[config.mk]
export PLATFORM = sky130hd
export DESIGN_NAME = fifo_level
export DESIGN_NICKNAME = d
export VERILOG_FILES = /design/src/rtl/fifo_pkg.sv /design/src/rtl/fifo_dual_port_ram.sv /design/src/rtl/fifo_level.sv
export SDC_FILE = /design/constraint.sdc
export NUM_CORES = 1
export LEC_CHECK = 0
export CORE_MARGIN = 2
export CORE_UTILIZATION = 40
export DETAILED_ROUTE_END_ITERATION = 10
export PLACE_DENSITY = 0.64
export RECOVER_POWER = 100
export SYNTH_ARGS = -nofsm -noshare
export SYNTH_HDL_FRONTEND = slang
export SYNTH_SLANG_ARGS = --single-unit
[constraint.sdc]
create_clock -name clock -period 3.35 [get_ports clock]
set_input_delay 1.005 -clock clock [delete_from_list [all_inputs] [get_ports clock]]
set_output_delay 1.005 -clock clock [all_outputs]
set_load 0.02 [all_outputs]
[src/rtl/fifo_pkg.sv]
// Shared sizing helpers and read-mode constants
// for the fifo_level buffer and its storage.
package fifo_pkg;

   localparam int SHOW_AHEAD = 1;
   localparam int REGISTERED = 0;

   function automatic int ptr_width(input int n);
      return (n > 1) ? $clog2(n) : 1;
   endfunction

   function automatic int lvl_width(input int n);
      return $clog2(n) + 1;
   endfunction

   function automatic bit is_pow2(input int n);
      return (n >= 2) && ((n & (n - 1)) == 0);
   endfunction

endpackage

[src/rtl/fifo_dual_port_ram.sv]
// Storage array: one synchronous write port,
// one asynchronous read port. Contents are not reset.
module fifo_dual_port_ram
   import fifo_pkg::*;
#(
   parameter int depth = 16,
   parameter int width = 8
) (
   input  logic                        clock,
   input  logic                        wrEn,
   input  logic [ptr_width(depth)-1:0] wrAddr,
   input  logic [width-1:0]            wrData,
   input  logic [ptr_width(depth)-1:0] rdAddr,
   output logic [width-1:0]            rdData
);

   logic [width-1:0] r_mem [depth];

   always_ff @(posedge clock) begin
      if (wrEn) r_mem[wrAddr] <= wrData;
   end

   assign rdData = r_mem[rdAddr];

endmodule

[src/rtl/fifo_level.sv]
// Synchronous FIFO with fill level, run-time thresholds,
// sticky error flags and show-ahead or registered read.
module fifo_level
   import fifo_pkg::*;
#(
   parameter int nrOfEntries = 16,
   parameter int bitWidth    = 8,
   parameter int showAhead   = SHOW_AHEAD
) (
   input  logic                                clock,
   input  logic                                reset,
   input  logic                                push,
   input  logic [bitWidth-1:0]                 pushData,
   input  logic                                pop,
   output logic [bitWidth-1:0]                 popData,
   output logic                                popValid,
   output logic                                full,
   output logic                                empty,
   output logic [lvl_width(nrOfEntries)-1:0]   fillLevel,
   input  logic [lvl_width(nrOfEntries)-1:0]   afLevel,
   input  logic [lvl_width(nrOfEntries)-1:0]   aeLevel,
   output logic                                almostFull,
   output logic                                almostEmpty,
   output logic                                overflow,
   output logic                                underflow,
   input  logic                                clearErrors
);

   localparam int PW = ptr_width(nrOfEntries);
   localparam int LW = lvl_width(nrOfEntries);
   localparam logic [LW-1:0] DEPTH = LW'(nrOfEntries);

   if (!is_pow2(nrOfEntries)) begin : g_badDepth
      $error("fifo_level: nrOfEntries must be a power of two >= 2");
   end

   logic [PW-1:0]       r_wrPtr;
   logic [PW-1:0]       r_rdPtr;
   logic [LW-1:0]       r_level;
   logic                r_overflow;
   logic                r_underflow;
   logic                w_full;
   logic                w_empty;
   logic                w_pushAcc;
   logic                w_popAcc;
   logic [bitWidth-1:0] w_rdData;

   assign w_full    = (r_level == DEPTH);
   assign w_empty   = (r_level == '0);
   // A pop on a full FIFO frees the slot the push lands in
   assign w_pushAcc = push & (~w_full | pop);
   assign w_popAcc  = pop & ~w_empty;

   always_ff @(posedge clock or negedge reset) begin
      if (!reset) begin
         r_wrPtr     <= '0;
         r_rdPtr     <= '0;
         r_level     <= '0;
         r_overflow  <= 1'b0;
         r_underflow <= 1'b0;
      end else begin
         if (w_pushAcc) r_wrPtr <= r_wrPtr + 1'b1;
         if (w_popAcc)  r_rdPtr <= r_rdPtr + 1'b1;
         if (w_pushAcc && !w_popAcc)
            r_level <= r_level + 1'b1;
         else if (w_popAcc && !w_pushAcc)
            r_level <= r_level - 1'b1;
         if (clearErrors) begin
            r_overflow  <= 1'b0;
            r_underflow <= 1'b0;
         end else begin
            if (push & w_full & ~pop) r_overflow  <= 1'b1;
            if (pop & w_empty)        r_underflow <= 1'b1;
         end
      end
   end

   fifo_dual_port_ram #(
      .depth (nrOfEntries),
      .width (bitWidth)
   ) u_ram (
      .clock  (clock),
      .wrEn   (w_pushAcc),
      .wrAddr (r_wrPtr),
      .wrData (pushData),
      .rdAddr (r_rdPtr),
      .rdData (w_rdData)
   );

   if (showAhead == SHOW_AHEAD) begin : g_show
      assign popData  = w_rdData;
      assign popValid = ~w_empty;
   end else begin : g_reg
      logic [bitWidth-1:0] r_popData;
      logic                r_popValid;

      always_ff @(posedge clock or negedge reset) begin
         if (!reset) begin
            r_popData  <= '0;
            r_popValid <= 1'b0;
         end else begin
            r_popValid <= w_popAcc;
            if (w_popAcc) r_popData <= w_rdData;
         end
      end

      assign popData  = r_popData;
      assign popValid = r_popValid;
   end

   assign full        = w_full;
   assign empty       = w_empty;
   assign fillLevel   = r_level;
   assign almostFull  = (r_level >= afLevel);
   assign almostEmpty = (r_level <= aeLevel);
   assign overflow    = r_overflow;
   assign underflow   = r_underflow;

endmodule

**Routing congestion**

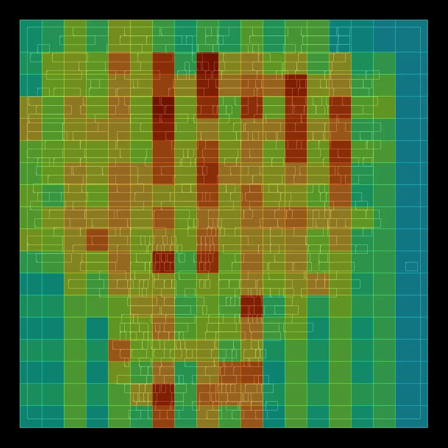
met3 Use GR: 0.0377
wire per inst: 19.5 um

**Metal 2**

(2 px per um) Cells faint in the background.
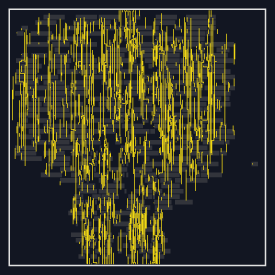
wire length on this layer = 6,340 um
nets with wire on the layer = 438
share of all routed wire = 49%
main direction = vertical
final wirelength: 12,800 um
met2 global-route usage: 0.263
vias after detailed routing: 3,492

**A small window of the routed layout**

Window x 44 to 84, y 69 to 109 um. Cells in gray, sequential cells in the stronger gray; small squares are vias.
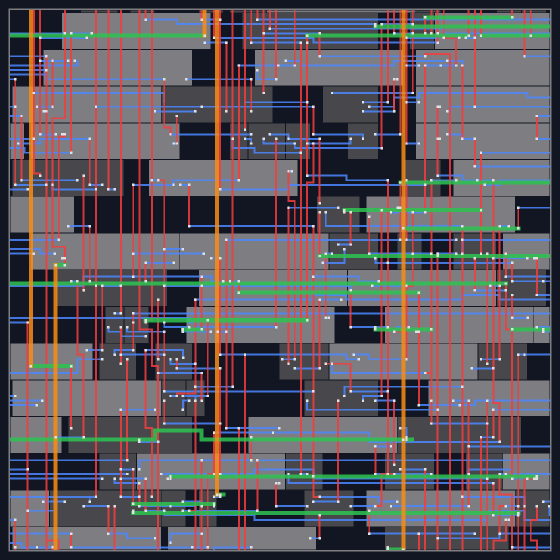
orange -> M4
blue -> M1
green -> M3
red -> M2
most frequent = edfxtp_1 (27), mux2i_1 (6)
netlist names of flops here include = u_ram.r_mem (27)
sequential cells in the window = 27
cells with their middle in the window = 64

==> results.txt <==
fresh numbers from the pnr run: combinational power=2.52 mW, largest net degree at the start of global routing=21, area share of fa/ha/maj cells after synthesis=0.0424, Fin. Hold Viols=0, Synth top area share=0.632, final tally of max-slew violations=0, cts hold-fix bufs=0, Synth top cell by count=edfxtp_1, drt first pass iters=4, worst setup path end=almostEmpty, simple share=0.0458, Top reg by flops=u_ram.r_mem, initial antenna violation count=0, Worst Path Buf+Inv=3, Worst-path clk slew=0.06 ns, register area=0.00422 mm^2, port bufs=roughly 42, die x size=127 um, post-cts gate resize count=34, Tightest Pin Transition=between 0.7 and 0.8 ns, yosys cell count=376, GR Util met1=0.223, ratio of cells with drive above 1 in the final layout=0.208, slowest cell delay on critical path=0.45 ns, dpl ws=-0.610 ns, clk_lat worst skew=0.41 ns, sw power=2.29 mW, grt peak-use layer=met2, CP Launch Point=aeLevel[2], Critical Path Start Type=input pin, Seq share, synth=0.693, Switching Share=0.341, Top pwr grp=combinational cells, Placed Instances=about 600, Most common reg cell=edfxtp_1, Async SR Flop Fraction=0.105, dominant logic cell type in the layout=edfxtp_1, Hold WS=0.506 ns, IO Count=approximately 43, GP Congestion=approximately 0.8, arrival time at the worst endpoint=2.33 ns, non-clock buffer contribution to total cell area=0.0869, Tmin final=3.33 ns, fmax=0.300 GHz, post-route setup TNS=0 ns, TritonCTS clock tree=built, Flop Count=143, status=finished clean, Synth Warn #=0, Critical Path, Cell by Cell=clkdlybuf4s50_1 -> inv_1 -> ha_4 -> o21a_1 -> o21ai_1 -> nand2_1 -> o221ai_2 -> buf_4, Hold Path Sink=underflow, worst reg2reg path startpoint=fillLevel[1], Clk power=1.80 mW, VDD IR max=just under 0.4 mV, Final nets=501, FF-to-FF End=fillLevel[4], Rows=45, drt via density=about 5.3, cell type with the largest total area=edfxtp_1, Cell Type Count=31, Commonest cells post-synth=edfxtp_1, mux2i_1, nand2_1, o21ai_0, final std cells w/o fill=659, Area-dominant class=registers, Post-synth regs=between 100 and 150, delay-heaviest family, CP=buffers and inverters, CTS Buffer Depth=2, Worst Reg2Reg Path Length in Cells=11, Seq/total area=0.561, critical path depth in cells=8, Post-CTS Setup Repair Bufs=2, FP Util=0.405, Yosys chip area=0.00609 mm^2, sequential power share=0.357, die y size=about 130 um, critical path type=input pin to output port, first-pass GRT wire length=19,700 um, fill count=around 1,200, hold_sp=underflow, hold depth=2, n_diodes=0, core area=0.0150 mm^2, setup ws final=0.0182 ns, length of routed met2 wiring=6340 um, XOR/XNOR Area Share=0.0144, number of non-clock buffers=around 80, multi-input combinational area share=0.235, Residual DRC=0, H-tree levels=4, Multiplexer share=0.115, setup violators final=0, CTS Buf Count=17, Max-slew headroom=0.526, clock group share of total power=0.269, MaxCap Viol Count=0, worst endpoint required time=2.34 ns, aoi/oai-family share of the synthesized area=0.0574, Syn Area/Cell=around 16 um^2, Finished Core Util=0.500, crit end category=output port, highest routed metal layer=met4, antenna viol nets, final=0, clock sinks=between 100 and 150, tap cell count=188, pwr dens=slightly below 900 mW/mm^2, clock buffer count=19, Post-DP Area=between 0.006 and 0.007 mm^2, max FFs per register=128, P_seq=2.40 mW, clk cell area share=0.0757, Combinational Power Share=0.374, worst min path class=flop to flop, master of the slowest instance on the critical path=clkdlybuf4s50_1, area of the mapped netlist=0.00609 mm^2, Synth logic family=multiplexers, Top cells excl fill/tap=edfxtp_1, mux2i_1, nand2_1, DP Wirelength=8140 um, Power Internal=4.43 mW, Final Skew=0.00594 ns
Power is estimated from default activity; no workload was simulated.
